==> images/cell_density.png <==
Bar = 50 um. The die is cut into 16 by 16 equal tiles; dark blue is low, red is high, 0 to 100% covered.
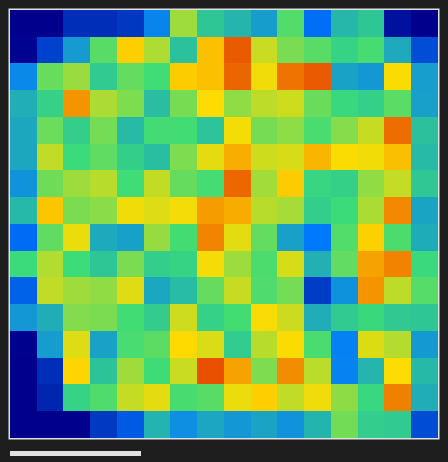
==> images/congestion.png <==
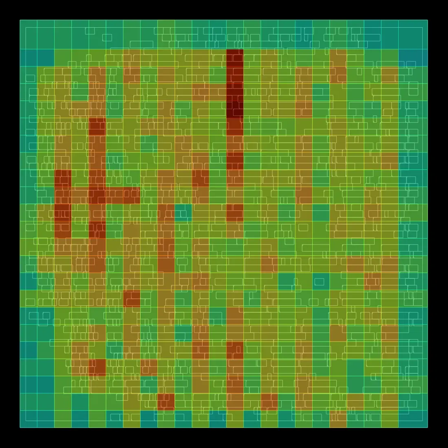
==> images/metal_density.png <==
Bar = 50 um. The die is cut into 33 by 33 equal tiles; dark blue is low, red is high, scaled to the fullest tile. Values are wire area over tile area, all layers added.
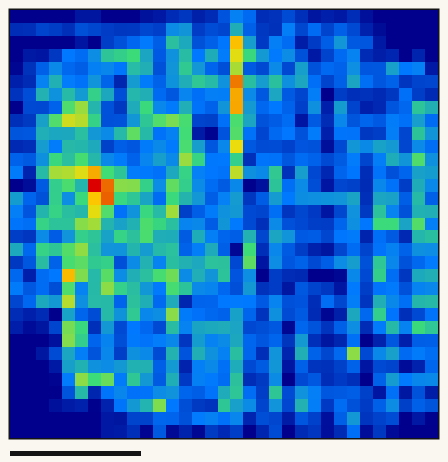
==> images/sizes.png <==
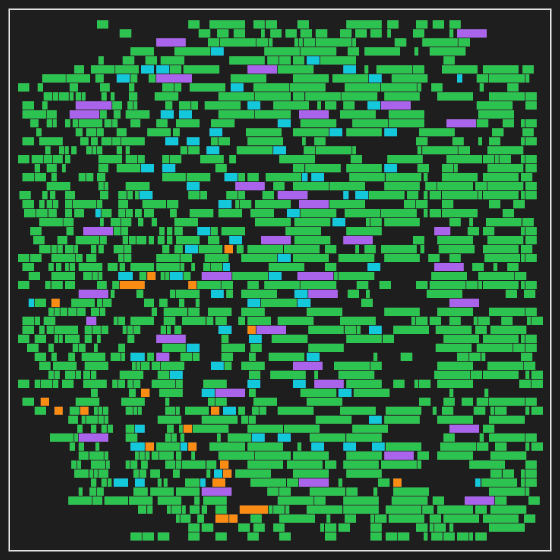
==> images/placement_by_type.png <==
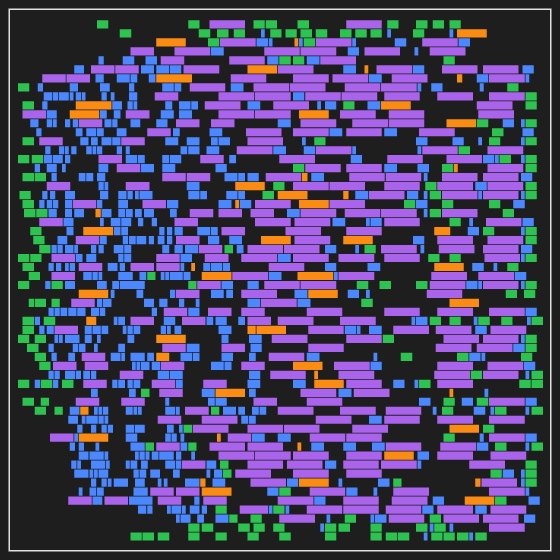
==> config.mk <==
export PLATFORM = sky130hd
export DESIGN_NAME = instr_fetch_unit_flat
export DESIGN_NICKNAME = d
export VERILOG_FILES = /design/src/rtl/riscv_fetch_pkg.sv /design/src/rtl/instr_fetch_unit_if.sv /design/src/rtl/instr_fetch_unit_fifo.sv /design/src/rtl/instr_fetch_unit.sv /design/src/flat_wrapper.sv
export SDC_FILE = /design/constraint.sdc
export NUM_CORES = 1
export LEC_CHECK = 0
export ABC_CLOCK_PERIOD_IN_PS = 7400
export CORE_MARGIN = 2
export CORE_UTILIZATION = 45
export CTS_CLUSTER_DIAMETER = 60
export DETAILED_ROUTE_END_ITERATION = 10
export PLACE_DENSITY_LB_ADDON = 0.12
export SYNTH_ARGS = -nofsm -noshare
export SYNTH_HDL_FRONTEND = slang
export SYNTH_SLANG_ARGS = --single-unit
==> constraint.sdc <==
create_clock -name clk -period 7.4 [get_ports clk]
set_input_delay 2.22 -clock clk [delete_from_list [all_inputs] [get_ports clk]]
set_output_delay 2.22 -clock clk [all_outputs]
set_load 0.02 [all_outputs]
==> impl_metrics.yaml <==
# synthesis and place-and-route metrics
status:
  status: "completed"
global_route:
  grt_max_degree: 65
  antenna_found_initial: 0
  overflow: 0
setup_path:
  crit_fanout: 3
  start_kind: "primary input"
  cp-end-kind: "primary output"
  crit_arrival_ns: 3.90
  required_ns: 5.18
  path_class: "primary input to primary output"
route:
  initialDrtViolationCount: 376
  via_per_inst: 5.38
  drt_first_pass_iters: 4
pwr:
  swShare: 0.269
  p_seq_frac: 0.464
  pwr-share-comb: 0.198
  power.switching_mw: 1.12
  powerDensity_mw_per_mm2: 291
  total_power_mw: 4.18
synth:
  flop_cell: "edfxtp_1"
  floorplan.nets: 953
  synth-seq-cells: 270
  ys_seq_share: 0.640
  synth_chip_area_mm2: 0.0114
  yosysUniqueCellTypes: 51
  async_reset_ff_frac: 0
  synth_area_mm2: 0.0114
  syn_avg_cell_area_um2: 13.1
clock_tree:
  path_clk_slew_ns: 0.06
  ctsHoldBuffers: 0
  clk_latency_ns: 0.54
  cts_buffer_depth: 3
  cts_tree: "done"
  postCtsSetupBuffers: 0
  clock-root-buffer: "clkbuf_16"
layout:
  drive_above_1_share: 0.126
  finalNonFillerCells: 1378
  largest_reg_flops: 128
  fillers: 2082
worst_hold_path:
  min_path_type: "flip-flop to flip-flop"
  hold_depth: 1
timing:
  finalCritPeriodShare: 0.827
  slew_headroom: 0.391
  tightest_slew_ns: 0.913
  timing.fmax_mhz: 163
  clock_skew_ns: 0.0170
  layout_min_cycle_time_ns: 6.12
  maxSlewViolCount: 0
placement:
  dpl.cell_count: 1326
  gp_congestion: 0.828
  dp_slack_ns: 1.26
  place_hpwl_mm: 15.4
floorplan:
  fp.dieArea_mm2: 0.0267
  die_x_um: 163
  die_h_um: 163
About cell_density.png:
emptiest ninth of the die	south-west
fullest tile	91%
nearly empty tiles	3.9%
mean over tiles	52%
tiles over 75% full	12%
final core occ: 0.571
core footprint: 0.0251 mm^2
FP Util: 0.456

About congestion.png:
GRT busiest layer: met2
Total GRT Usage: 0.181
grt met3 use: 0.0315
WL/cell: 17.8 um

About metal_density.png:
mean over tiles	0.15
densest ninth of the die	west
tiles over half the peak	6.2%
emptiest ninth of the die	north-east
Total Wirelength: 24.6 mm
via count: 7,415

About sizes.png:
color	size	cells	most used
green	_0 and _1 cells	916	edfxtp_1
orange	_3 and _4 cells	21	buf_4
cyan	_2 cells	76	mux2_2
purple	_6 and larger	35	clkbuf_16
Layout area overhead: 25.2%
post-route setup slack: 1.28 ns
fin area: 0.0143 mm^2
Signal buffers: 180

About placement_by_type.png:
color	class	cells	share of their area
green	remaining buffers and delay cells	180	13%
orange	clock drivers and dummy loads	52	6.7%
purple	sequential cells	270	53%
blue	combinational and other logic	546	28%
fraction of area in registers: 0.511
Rows: 58

[kinds of logic after synthesis]
logic type                 count (synthesis)  synth area share
and+or+nand+nor                          261             0.126
DFF                                      270             0.640
AOI/OAI and AO/OA                        124            0.0745
xor gates and xnor gates                  12           0.00918
muxes                                    124             0.115
buffers and inverters                     76            0.0262
adders and majority gates                  8           0.00940
[cell usage in the layout (no fill, tap or decap), types with 9 or more instances in the layout]
master | netlist | layout
edfxtp_1 | 192 | 192
clkdlybuf4s50_1 | 0 | 164
nor2_1 | 89 | 85
dfxtp_1 | 78 | 77
mux2i_1 | 64 | 64
mux2_2 | 60 | 60
o21ai_0 | 54 | 54
or3_1 | 38 | 38
o211a_1 | 30 | 30
clkbuf_16 | 0 | 29
nand2_1 | 22 | 22
nand3_1 | 19 | 19
inv_1 | 17 | 17
nor3b_1 | 16 | 16
buf_4 | 0 | 15
nand4_1 | 14 | 14
nor4b_1 | 13 | 13
a21oi_1 | 10 | 10
and3_1 | 10 | 10
and2_1 | 10 | 9
xnor2_1 | 9 | 9
a31oi_1 | 9 | 9
[stage by stage]
step,hold WS (ns),cell area (um^2)
detailed placement,0.467,13400
floorplan,0.444,11400
global route,0.503,14300
finish,0.480,14300
CTS,0.480,14300
global placement,0.457,13400
[per-layer routing]
layer,vias to the layer above,part of all wire,global-route usage
met3,42,0.059,0.0315
met1,3596,0.47,0.262
met4,0,0.021,0.0467
met2,186,0.45,0.284
li1,3591,-,-
met5,-,0,0
[layout make-up]
type,count,area share
Sequential cell,270,0.511
Multi-Input combinational cell,529,0.268
Timing Repair Buffer,180,0.123
Clock buffer,38,0.0537
Tap cell,330,0.0288
Clock inverter,14,0.0111
Inverter,17,0.00445
[worst max-delay path, stage by stage]
cell and delay [ns]:
clkdlybuf4s50_1 0.48, o21ai_1 0.13, o21ai_2 0.23, a31oi_2 0.12, inv_1 0.12, clkdlybuf4s50_1 0.61
[power by group through the flow]
stage	registers, mW	clock network, mW	logic (mW)
finish	1.94	1.41	0.826
global route	1.96	1.50	0.910
CTS	1.94	1.45	0.838
detailed placement	1.97	0	0.832
global placement	1.96	0	0.818
floorplan	1.95	0	0.563
Power and IR drop assume default switching activity.
